### Wiring heat map

9 x 10 tiles, from white (low) to dark blue (high), scaled to the fullest tile. Values are wire area over tile area, all layers added.
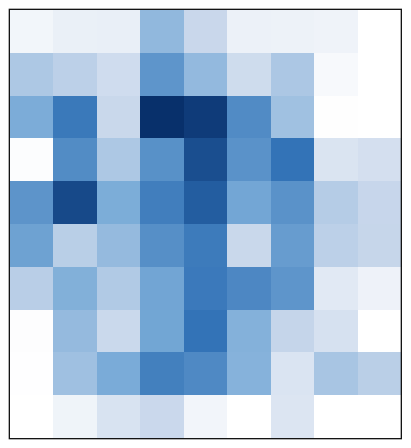
### Pin placement

The bar under the picture is 10 µm long. Pins as bars across the die edge, other pins in gray.
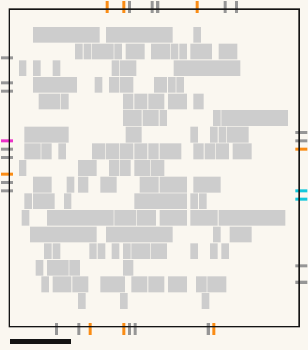
### Close-up of the layout

The bar under the picture is 5 µm long. Window x 14 to 34, y 26 to 46 µm. Cells in gray, sequential cells in the stronger gray; small squares are vias.
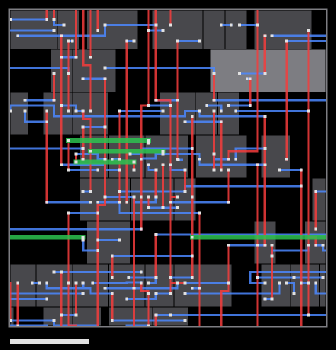
--- src/rtl/t_ff_pkg.sv ---
// -----------------------------------------------------------------------------
// t_ff_pkg
//   Shared definitions for the T flip-flop register bank.
//   Holds the mode encodings used on the 2-bit mode port of t_ff_counter.
// -----------------------------------------------------------------------------
package t_ff_pkg;

    typedef enum logic [1:0] {
        MODE_TOGGLE = 2'b00,
        MODE_UP     = 2'b01,
        MODE_DOWN   = 2'b10,
        MODE_LOAD   = 2'b11
    } t_ff_mode_e;

    // True for the modes that can hit a count bound.
    function automatic logic is_count_mode(input logic [1:0] m);
        return (m == MODE_UP) || (m == MODE_DOWN);
    endfunction

endpackage

--- src/rtl/t_ff_cell.sv ---
// -----------------------------------------------------------------------------
// t_ff_cell
//   A single T flip-flop with synchronous active-low reset.
// Ports
//   clk      in  rising-edge clock
//   rst      in  synchronous reset, active-low (loads rst_val)
//   en       in  step enable; 0 holds the state
//   t        in  toggle request for this bit
//   rst_val  in  value taken on reset
//   q        out flip-flop state
// -----------------------------------------------------------------------------
module t_ff_cell (
    input  logic clk,
    input  logic rst,
    input  logic en,
    input  logic t,
    input  logic rst_val,
    output logic q
);

    always_ff @(posedge clk) begin
        if (!rst) begin
            q <= rst_val;
        end else if (en && t) begin
            q <= ~q;
        end
    end

endmodule

--- src/rtl/t_ff_counter.sv ---
// -----------------------------------------------------------------------------
// t_ff_counter
//   Parametrised bank of WIDTH T flip-flops. The per-bit toggle vector is
//   selected by mode: raw toggle mask, up-count, down-count or parallel load.
//   Counting either wraps or saturates at the bound (SATURATE).
// Parameters
//   WIDTH     number of bits (>= 2)
//   RST_VAL   value of q after reset
//   SATURATE  1: hold at the bound; 0: wrap around
// Ports
//   clk       in  rising-edge clock
//   rst       in  synchronous reset, active-low
//   en        in  step enable; 0 holds all state
//   mode      in  00 TOGGLE, 01 UP, 10 DOWN, 11 LOAD
//   t         in  toggle mask (TOGGLE)
//   d         in  load value (LOAD)
//   clr_flag  in  clears the sticky bound flag
//   q         out register state
//   tc        out terminal-count pulse, one cycle after a bound event
//   bound     out sticky bound-event flag
// -----------------------------------------------------------------------------
module t_ff_counter
    import t_ff_pkg::*;
#(
    parameter int               WIDTH    = 8,
    parameter logic [WIDTH-1:0] RST_VAL  = '0,
    parameter bit               SATURATE = 1'b0
) (
    input  logic             clk,
    input  logic             rst,
    input  logic             en,
    input  logic [1:0]       mode,
    input  logic [WIDTH-1:0] t,
    input  logic [WIDTH-1:0] d,
    input  logic             clr_flag,
    output logic [WIDTH-1:0] q,
    output logic             tc,
    output logic             bound
);

    logic [WIDTH-1:0] up_vec;
    logic [WIDTH-1:0] dn_vec;
    logic [WIDTH-1:0] tvec;
    logic             at_bound;
    logic             bound_event;

    // Carry/borrow chains: bit i toggles when every lower bit is 1 (up)
    // or every lower bit is 0 (down).
    always_comb begin
        up_vec    = '0;
        dn_vec    = '0;
        up_vec[0] = 1'b1;
        dn_vec[0] = 1'b1;
        for (int i = 1; i < WIDTH; i++) begin
            up_vec[i] = up_vec[i-1] & q[i-1];
            dn_vec[i] = dn_vec[i-1] & ~q[i-1];
        end
    end

    always_comb begin
        at_bound = 1'b0;
        if (mode == MODE_UP) begin
            at_bound = &q;
        end else if (mode == MODE_DOWN) begin
            at_bound = ~|q;
        end
    end

    assign bound_event = en && is_count_mode(mode) && at_bound;

    always_comb begin
        tvec = '0;
        case (mode)
            MODE_TOGGLE: tvec = t;
            MODE_UP:     tvec = up_vec;
            MODE_DOWN:   tvec = dn_vec;
            MODE_LOAD:   tvec = q ^ d;
            default:     tvec = '0;
        endcase
        // Saturating counters suppress the wrap toggle so q stays at the bound.
        if (SATURATE && bound_event) begin
            tvec = '0;
        end
    end

    for (genvar i = 0; i < WIDTH; i++) begin : g_cell
        t_ff_cell u_cell (
            .clk     (clk),
            .rst     (rst),
            .en      (en),
            .t       (tvec[i]),
            .rst_val (RST_VAL[i]),
            .q       (q[i])
        );
    end

    // Flag registers: a same-edge bound event takes priority over clr_flag.
    always_ff @(posedge clk) begin
        if (!rst) begin
            tc    <= 1'b0;
            bound <= 1'b0;
        end else begin
            tc <= bound_event;
            if (bound_event) begin
                bound <= 1'b1;
            end else if (clr_flag) begin
                bound <= 1'b0;
            end
        end
    end

endmodule

--- config.mk ---
export PLATFORM = sky130hd
export DESIGN_NAME = t_ff_counter
export DESIGN_NICKNAME = d
export VERILOG_FILES = /design/src/rtl/t_ff_pkg.sv /design/src/rtl/t_ff_cell.sv /design/src/rtl/t_ff_counter.sv
export SDC_FILE = /design/constraint.sdc
export NUM_CORES = 1
export LEC_CHECK = 0
export CAP_MARGIN = 10
export CORE_ASPECT_RATIO = 1.1
export CORE_UTILIZATION = 40
export DETAILED_ROUTE_END_ITERATION = 6
export DONT_BUFFER_PORTS = 1
export GPL_ROUTABILITY_DRIVEN = 1
export SYNTH_ARGS = -nofsm -noshare
export SYNTH_HDL_FRONTEND = slang
export SYNTH_HIERARCHICAL = 1
export SYNTH_SLANG_ARGS = --single-unit
--- constraint.sdc ---
create_clock -name clk -period 1.9 [get_ports clk]
set_input_delay 0.285 -clock clk [delete_from_list [all_inputs] [get_ports clk]]
set_output_delay 0.285 -clock clk [all_outputs]
set_load 0.005 [all_outputs]
==> results_dict.tcl <==
# metrics dict for downstream scripts
set metrics [dict create \
    floorplan.io_pins 32 \
    holdCritPathClass "in2reg" \
    syn_area_per_cell_um2 8.46 \
    holdPathStages 2 \
    gr-usage-met3 0.0417 \
    final_cell_area_um2 975 \
    layout.non_clock_buffers 1 \
    post-route-drc-count 0 \
    power.switching_mw 0.166 \
    routed.top_layer "met4" \
    timing_worst_slew_pin_value_ns 0.509 \
    aoi_share 0.123 \
    n_all_inverters 16 \
    critPathCapture "g_cell[7].u_cell/q" \
    timing.final.setup_violations 0 \
    most_area_hungry_cell_type_in_the_yosys_netlist "sky130_fd_sc_hd__edfxtp_1" \
    comb-cell-share 0.584 \
    synth_area_um2 897 \
    dieArea_um2 2440 \
    postSynthCellCount 106 \
    largestClassByArea "logic gates" \
    arrival_ns 1.69 \
    worstPathBufferInverterCount 0 \
    final_critical_path_setup_slack_ns 0.201 \
    kind_of_cell_with_the_highest_combined_delay_on_the_critical_path "simple AND/OR/NAND/NOR gates" \
    layout_top_cells_excl_fill_tap "sky130_fd_sc_hd__nand2_1 (17), sky130_fd_sc_hd__inv_1 (16), sky130_fd_sc_hd__a21oi_1 (9), sky130_fd_sc_hd__mux2i_1 (9)" \
    yosys-stat-area_um2 897 \
    layout.buffer.nonclock.area_share 0.00770 \
    mostFrequentLayoutCell "sky130_fd_sc_hd__nand2_1" \
    mi_logic_area_um2 569 \
    final.hold.worst_slack_ns 0.176 \
    layout.clock.cell_area_share 0.0231 \
    final_core_utilization 0.472 \
    globalRouteOverflowTotal 0 \
    tap-cell-count 28 \
    grt_met1_usage 0.233 \
    synthXorXnorAreaFrac 0.0781 \
    seqCellArea_um2 280 \
    grt_pass1_wl_mm 3.05 \
    synthDominantCellAreaShare 0.268 \
    simple_share 0.232 \
    outcome "finished, final reports clean" \
    post_synth_num_cell_types 30 \
    design.final.nets 142 \
    clock_power_share 0.260 \
    synth.cells.most_frequent "sky130_fd_sc_hd__nand2_1 (17), sky130_fd_sc_hd__inv_1 (16), sky130_fd_sc_hd__a21oi_1 (9), sky130_fd_sc_hd__mux2i_1 (9)" \
    cts_made_buffers 3 \
    cell_mode_on_critical_path "sky130_fd_sc_hd__nand2_1" \
    vias_per_cell 5.18 \
    clk_path_buf_depth 2 \
    routed_wl_mm 1.87 \
    grt_max_degree 19 \
    power_switching_share 0.296 \
    power.density_nw_per_um2 574 \
    reg2reg_from "g_cell[1].u_cell/q" \
    timing_worst_setup_path_type "reg2reg" \
    hold_violations 0 \
    floorplan.core_area_um2 2060 \
    synth.mux.area_fraction 0.113 \
    synth_flops 10 \
    holdCritStartpoint "rst" \
]
-- 'Wiring heat map' (at the start) --
The fullest tile reaches 0.35. The densest ninth of the die: center. 31% of the tiles are over half the peak. 13% of the tiles are nearly empty.

-- 'Pin placement' (at the start) --
mode: marked cyan, pins 2, direction input, edge right. t: marked orange, pins 8, direction input, edge 3 bottom, 3 top, 1 right, 1 left. bound: marked magenta, pins 1, direction output, edge left.
die outline width: 47.2 µm
quantity of I/O buffers inserted on ports: 0
Die Height: 51.7 µm

-- 'Close-up of the layout' (at the start) --
M1: marked blue. M2: marked red. M3: marked green.
Netlist names of flops here include g_cell.u_cell/q (1). 36 logic cells have their middle in the window. Most frequent: nand2_1 (6), a21oi_1 (5). Sequential cells in the window: 1.

